**config.mk**
```make
export PLATFORM = sky130hd
export DESIGN_NAME = hazard_control
export DESIGN_NICKNAME = d
export VERILOG_FILES = /design/src/rtl/hazard_control.sv
export SDC_FILE = /design/constraint.sdc
export NUM_CORES = 1
export LEC_CHECK = 0
export CAP_MARGIN = 20
export CORE_UTILIZATION = 38
export DETAILED_ROUTE_END_ITERATION = 10
export DONT_BUFFER_PORTS = 1
export SETUP_SLACK_MARGIN = 0.02
export SKIP_CTS_REPAIR_TIMING = 1
export SYNTH_ARGS = -nofsm -noshare
export SYNTH_HDL_FRONTEND = slang
export SYNTH_SLANG_ARGS = --single-unit
```
**constraint.sdc**
```tcl
create_clock -name clock -period 1.7 [get_ports clock]
set_clock_uncertainty 0.15 [all_clocks]
set_input_delay 0.34 -clock clock [delete_from_list [all_inputs] [get_ports clock]]
set_output_delay 0.34 -clock clock [all_outputs]
set_load 0.01 [all_outputs]
```
**src/rtl/hazard_control.sv**
```systemverilog
// Hazard unit for the 5-stage core: load-use stall, branch flush,
// EX operand forwarding selects and a drain-then-halt sequence.
module hazard_control #(
   parameter int REGBITS = 3
) (
   input  logic               clock,
   input  logic               reset,
   input  logic [REGBITS-1:0] id_rn,
   input  logic [REGBITS-1:0] id_rm,
   input  logic               id_uses_rn,
   input  logic               id_uses_rm,
   input  logic [REGBITS-1:0] id_rd,
   input  logic               id_regwrite,
   input  logic               id_memread,
   input  logic               ex_branch_taken,
   input  logic               halt_req,
   output logic               pc_write,
   output logic               ifid_write,
   output logic               ifid_flush,
   output logic               idex_bubble,
   output logic [1:0]         fwd_a,
   output logic [1:0]         fwd_b,
   output logic               halted,
   output logic [15:0]        stall_count
);

   typedef enum logic [1:0] {
      RUN    = 2'd0,
      STALL  = 2'd1,
      DRAIN  = 2'd2,
      HALTED = 2'd3
   } state_t;

   state_t state_q, state_d;
   logic [1:0]  drain_q, drain_d;
   logic [15:0] stall_count_q, stall_count_d;

   logic               ex_valid_q, ex_valid_d;
   logic [REGBITS-1:0] ex_rd_q, ex_rd_d;
   logic               ex_rw_q, ex_rw_d;
   logic               ex_mr_q, ex_mr_d;
   logic [REGBITS-1:0] ex_rn_q, ex_rn_d;
   logic [REGBITS-1:0] ex_rm_q, ex_rm_d;
   logic               ex_urn_q, ex_urn_d;
   logic               ex_urm_q, ex_urm_d;

   logic               mem_valid_q, mem_valid_d;
   logic [REGBITS-1:0] mem_rd_q, mem_rd_d;
   logic               mem_rw_q, mem_rw_d;

   logic               wb_valid_q, wb_valid_d;
   logic [REGBITS-1:0] wb_rd_q, wb_rd_d;
   logic               wb_rw_q, wb_rw_d;

   logic br;
   logic hazard;

   assign stall_count = stall_count_q;

   always_comb begin
      br = ex_branch_taken & ~reset;
      hazard = ex_valid_q & ex_mr_q & ex_rw_q &
               (((ex_rd_q == id_rn) & id_uses_rn) |
                ((ex_rd_q == id_rm) & id_uses_rm));
   end

   always_comb begin
      state_d       = state_q;
      drain_d       = drain_q;
      stall_count_d = stall_count_q;
      pc_write      = 1'b1;
      ifid_write    = 1'b1;
      ifid_flush    = 1'b0;
      idex_bubble   = 1'b0;
      halted        = 1'b0;
      unique case (state_q)
         RUN, STALL: begin
            if (br) begin
               ifid_flush  = 1'b1;
               idex_bubble = 1'b1;
            end else if (hazard) begin
               pc_write    = 1'b0;
               ifid_write  = 1'b0;
               idex_bubble = 1'b1;
            end
            // A halt request supersedes the stall and is not counted
            if (halt_req) begin
               state_d = DRAIN;
               drain_d = 2'd0;
            end else if (hazard && !br) begin
               state_d = STALL;
               if (stall_count_q != 16'hFFFF)
                  stall_count_d = stall_count_q + 16'd1;
            end else begin
               state_d = RUN;
            end
         end
         DRAIN: begin
            pc_write    = 1'b0;
            ifid_write  = 1'b0;
            idex_bubble = 1'b1;
            ifid_flush  = br;
            drain_d     = drain_q + 2'd1;
            if (drain_q == 2'd2)
               state_d = HALTED;
         end
         HALTED: begin
            pc_write    = 1'b0;
            ifid_write  = 1'b0;
            idex_bubble = 1'b1;
            halted      = 1'b1;
         end
         default: state_d = RUN;
      endcase
   end

   always_comb begin
      ex_valid_d  = ~idex_bubble;
      ex_rd_d     = id_rd;
      ex_rw_d     = id_regwrite;
      ex_mr_d     = id_memread;
      ex_rn_d     = id_rn;
      ex_rm_d     = id_rm;
      ex_urn_d    = id_uses_rn;
      ex_urm_d    = id_uses_rm;
      mem_valid_d = ex_valid_q & (state_q != HALTED);
      mem_rd_d    = ex_rd_q;
      mem_rw_d    = ex_rw_q;
      wb_valid_d  = mem_valid_q & (state_q != HALTED);
      wb_rd_d     = mem_rd_q;
      wb_rw_d     = mem_rw_q;
   end

   // MEM result is younger than WB, so it wins a double match
   always_comb begin
      fwd_a = 2'b00;
      fwd_b = 2'b00;
      if (ex_valid_q && ex_urn_q) begin
         if (mem_valid_q && mem_rw_q && (mem_rd_q == ex_rn_q))
            fwd_a = 2'b10;
         else if (wb_valid_q && wb_rw_q && (wb_rd_q == ex_rn_q))
            fwd_a = 2'b01;
      end
      if (ex_valid_q && ex_urm_q) begin
         if (mem_valid_q && mem_rw_q && (mem_rd_q == ex_rm_q))
            fwd_b = 2'b10;
         else if (wb_valid_q && wb_rw_q && (wb_rd_q == ex_rm_q))
            fwd_b = 2'b01;
      end
   end

   always_ff @(posedge clock or posedge reset) begin
      if (reset) begin
         state_q       <= RUN;
         drain_q       <= 2'd0;
         stall_count_q <= 16'd0;
         ex_valid_q    <= 1'b0;
         ex_rd_q       <= '0;
         ex_rw_q       <= 1'b0;
         ex_mr_q       <= 1'b0;
         ex_rn_q       <= '0;
         ex_rm_q       <= '0;
         ex_urn_q      <= 1'b0;
         ex_urm_q      <= 1'b0;
         mem_valid_q   <= 1'b0;
         mem_rd_q      <= '0;
         mem_rw_q      <= 1'b0;
         wb_valid_q    <= 1'b0;
         wb_rd_q       <= '0;
         wb_rw_q       <= 1'b0;
      end else begin
         state_q       <= state_d;
         drain_q       <= drain_d;
         stall_count_q <= stall_count_d;
         ex_valid_q    <= ex_valid_d;
         ex_rd_q       <= ex_rd_d;
         ex_rw_q       <= ex_rw_d;
         ex_mr_q       <= ex_mr_d;
         ex_rn_q       <= ex_rn_d;
         ex_rm_q       <= ex_rm_d;
         ex_urn_q      <= ex_urn_d;
         ex_urm_q      <= ex_urm_d;
         mem_valid_q   <= mem_valid_d;
         mem_rd_q      <= mem_rd_d;
         mem_rw_q      <= mem_rw_d;
         wb_valid_q    <= wb_valid_d;
         wb_rd_q       <= wb_rd_d;
         wb_rw_q       <= wb_rw_d;
      end
   end

endmodule
```
run_1/m1.png
Scale bar: 20 um.
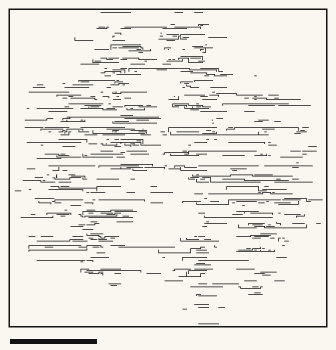
The layer carries 1750 um of wire. The longest straight run is 22.5 um. The wires run mostly horizontal.

run_1/m2.png
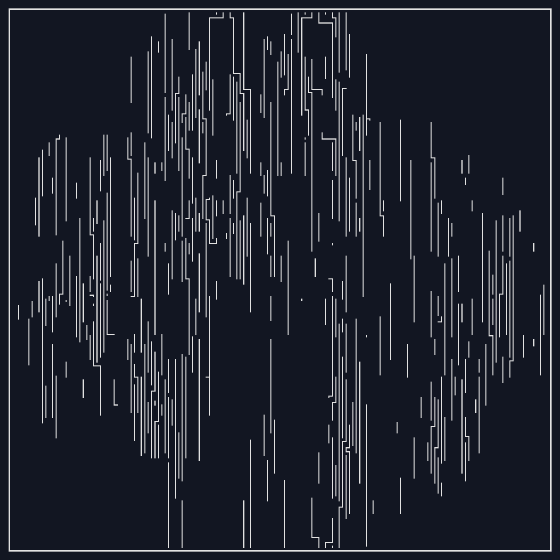
The wires run mostly vertical. The longest straight run is 24.5 um. 217 nets have wire on it. The layer carries 2250 um of wire.

run_1/m3.png
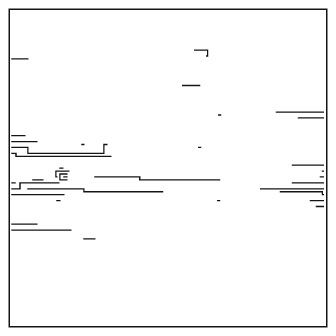
28 nets have wire on it. The layer holds 5.8% of the routed length. The layer carries 253 um of wire.

==> Slide: Implementation Results, run 1 <==
Synthesis and Place & Route Summary

Run
  • Tool warnings: 28

Status
  • Violated checks: negative setup slack
  • Status: finished, violations left

Yosys
  • Most common cell in the netlist: dfrtp_1
  • Cell area after synthesis: 1910 sq um
  • Post-synth top area share: 57.8%

Layout
  • Clk_buf instances: 6
  • Most common logic cell in the routed design: dfrtp_1
  • Area grow syn2layout: 38.7%
  • Clk tree area frac: 4.59%
  • Max reg flops: 16

Critical path
  • CP most frequent cell: nand4_1
  • Crit-path cells: xnor2_1 > nand4_1 > a211oi_2 > buf_6 > nand4_1 > mux2_2
  • Worst setup SP type: flop
  • Slowest CP cell: dfrtp_1

Die
  • # IOs: 42

Timing
  • # setup viols final: 23
  • Setup ws final: -0.379 ns

Clock tree
  • Clock Tree Root: clkbuf_8
  • Total CTS buffers: 5

Routing
  • DR iter-0 viols: 54

GRT
  • Initial antenna violation count: 0
  • Vias in the first global route: 1454
  • Total gr overflow: 0

Power and ir drop
  • Sequential share of power: 53.0%
[run 1: worst paths after layout]
| path | slack, ns | start | end |
|---|---|---|---|
| worst max-delay path | -0.38 | ex_rd_q[2]$_DFF_PP0_ | stall_count[14]$_DFFE_PP0P_ |
| worst min-delay path | 0.14 | halt_req | state_q[1]$_DFFE_PP0P_ |
| worst max register to register | -0.38 | ex_rd_q[2]$_DFF_PP0_ | stall_count[14]$_DFFE_PP0P_ |
| worst min register to register | 0.23 | mem_rw_q$_DFF_PP0_ | wb_rw_q$_DFF_PP0_ |
| max in group asynchronous | 0.51 | reset | stall_count[3]$_DFFE_PP0P_ |
| min in group asynchronous | 0.48 | reset | stall_count[11]$_DFFE_PP0P_ |
run_1/congestion_map.png
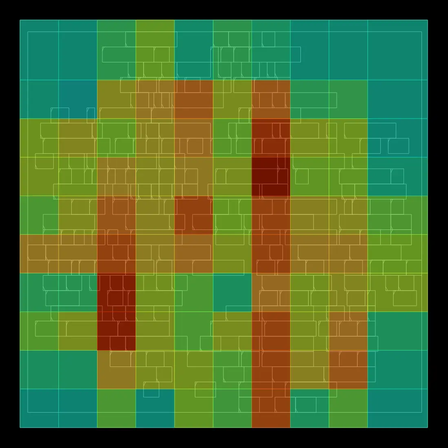

## Run 2: what changed since run 1
==> constraint.sdc (replaced) <==
create_clock -name clock -period 1.7 [get_ports clock]
set_clock_uncertainty 0.15 [all_clocks]
set_input_delay 0.255 -clock clock [delete_from_list [all_inputs] [get_ports clock]]
set_output_delay 0.255 -clock clock [all_outputs]
set_load 0.01 [all_outputs]
run_2/congestion_map.png
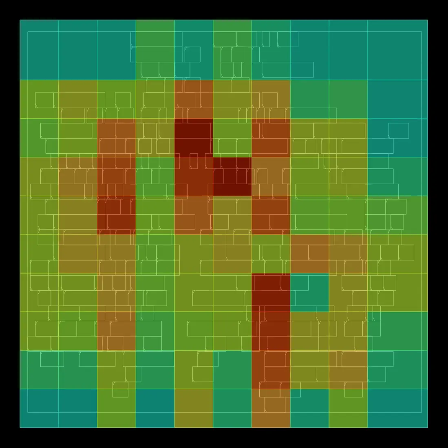
GR Util met2: 29.5%
wire per inst: 15.1 um
gr usage total: 16.8%
met1 usage: 18.4%

==> run 2 against run 1 <==
Against the previous run:
- the flow still finishes with violations (negative setup slack)
- sequential power barely moved
- cell count rose by 1.0%
- via count grew 1.1%
- synthesized area unchanged
- hold slack worse by 0.073 ns
- design area increased by 0.14%
- power down 7.9%
- clock power down about 20%
- register-to-register slack gained 0.04 ns
- sequential share of layout area down 0.11 points
- worst setup slack better by 0.038 ns
- largest cell class unchanged
==> Slide: Implementation Results, run 2 <==
Synthesis and Place & Route Summary

Critical path
  • Slowest CP cell: dfrtp_1
  • Crit path to: stall_count[15]$_DFFE_PP0P_
  • Worst setup path start: ex_rd_q[2]$_DFF_PP0_
  • Crit path kind: flop to flop
  • R2R Path End: stall_count[15]$_DFFE_PP0P_
  • Worst R2R Start: ex_rd_q[2]$_DFF_PP0_
  • R2r setup slk: -0.34 ns

Yosys
  • Cell area after synthesis: 1910 sq um
  • Post-synth top area share: 57.8%
  • Most common cell in the netlist: dfrtp_1

Layout
  • Area grow syn2layout: 38.9%
  • Max reg flops: 16

Min path
  • Hold wc startpoint: halt_req
  • Hold-critical path endpoint: state_q[0]$_DFFE_PP0P_

GRT
  • Total gr overflow: 0
  • Initial antenna violation count: 0

Status
  • Violated checks: negative setup slack
  • Status: finished, violations left

Routing
  • DR iter-0 viols: 49

Timing
  • Setup ws final: -0.341 ns
  • # setup viols final: 24

Die
  • # IOs: 42

Clock tree
  • Total CTS buffers: 5
-- run 2: cell counts after synthesis --
Identical to the previous run, type by type.
-- run 2: final cells by class --
| class | count | area, sq um | share of cell area, % |
|---|---|---|---|
| Sequential cell | 44 | 1100 | 41.6 |
| Timing Repair Buffer | 54 | 463 | 17.5 |
| Clock inverter | 2 | 10.0 | 0.378 |
| Multi-Input combinational cell | 109 | 880 | 33.2 |
| Inverter | 7 | 26.3 | 0.993 |
| Tap cell | 67 | 83.8 | 3.17 |
| Clock buffer | 6 | 82.6 | 3.12 |
No activity file was given, so power comes from the tool's default toggle rates.
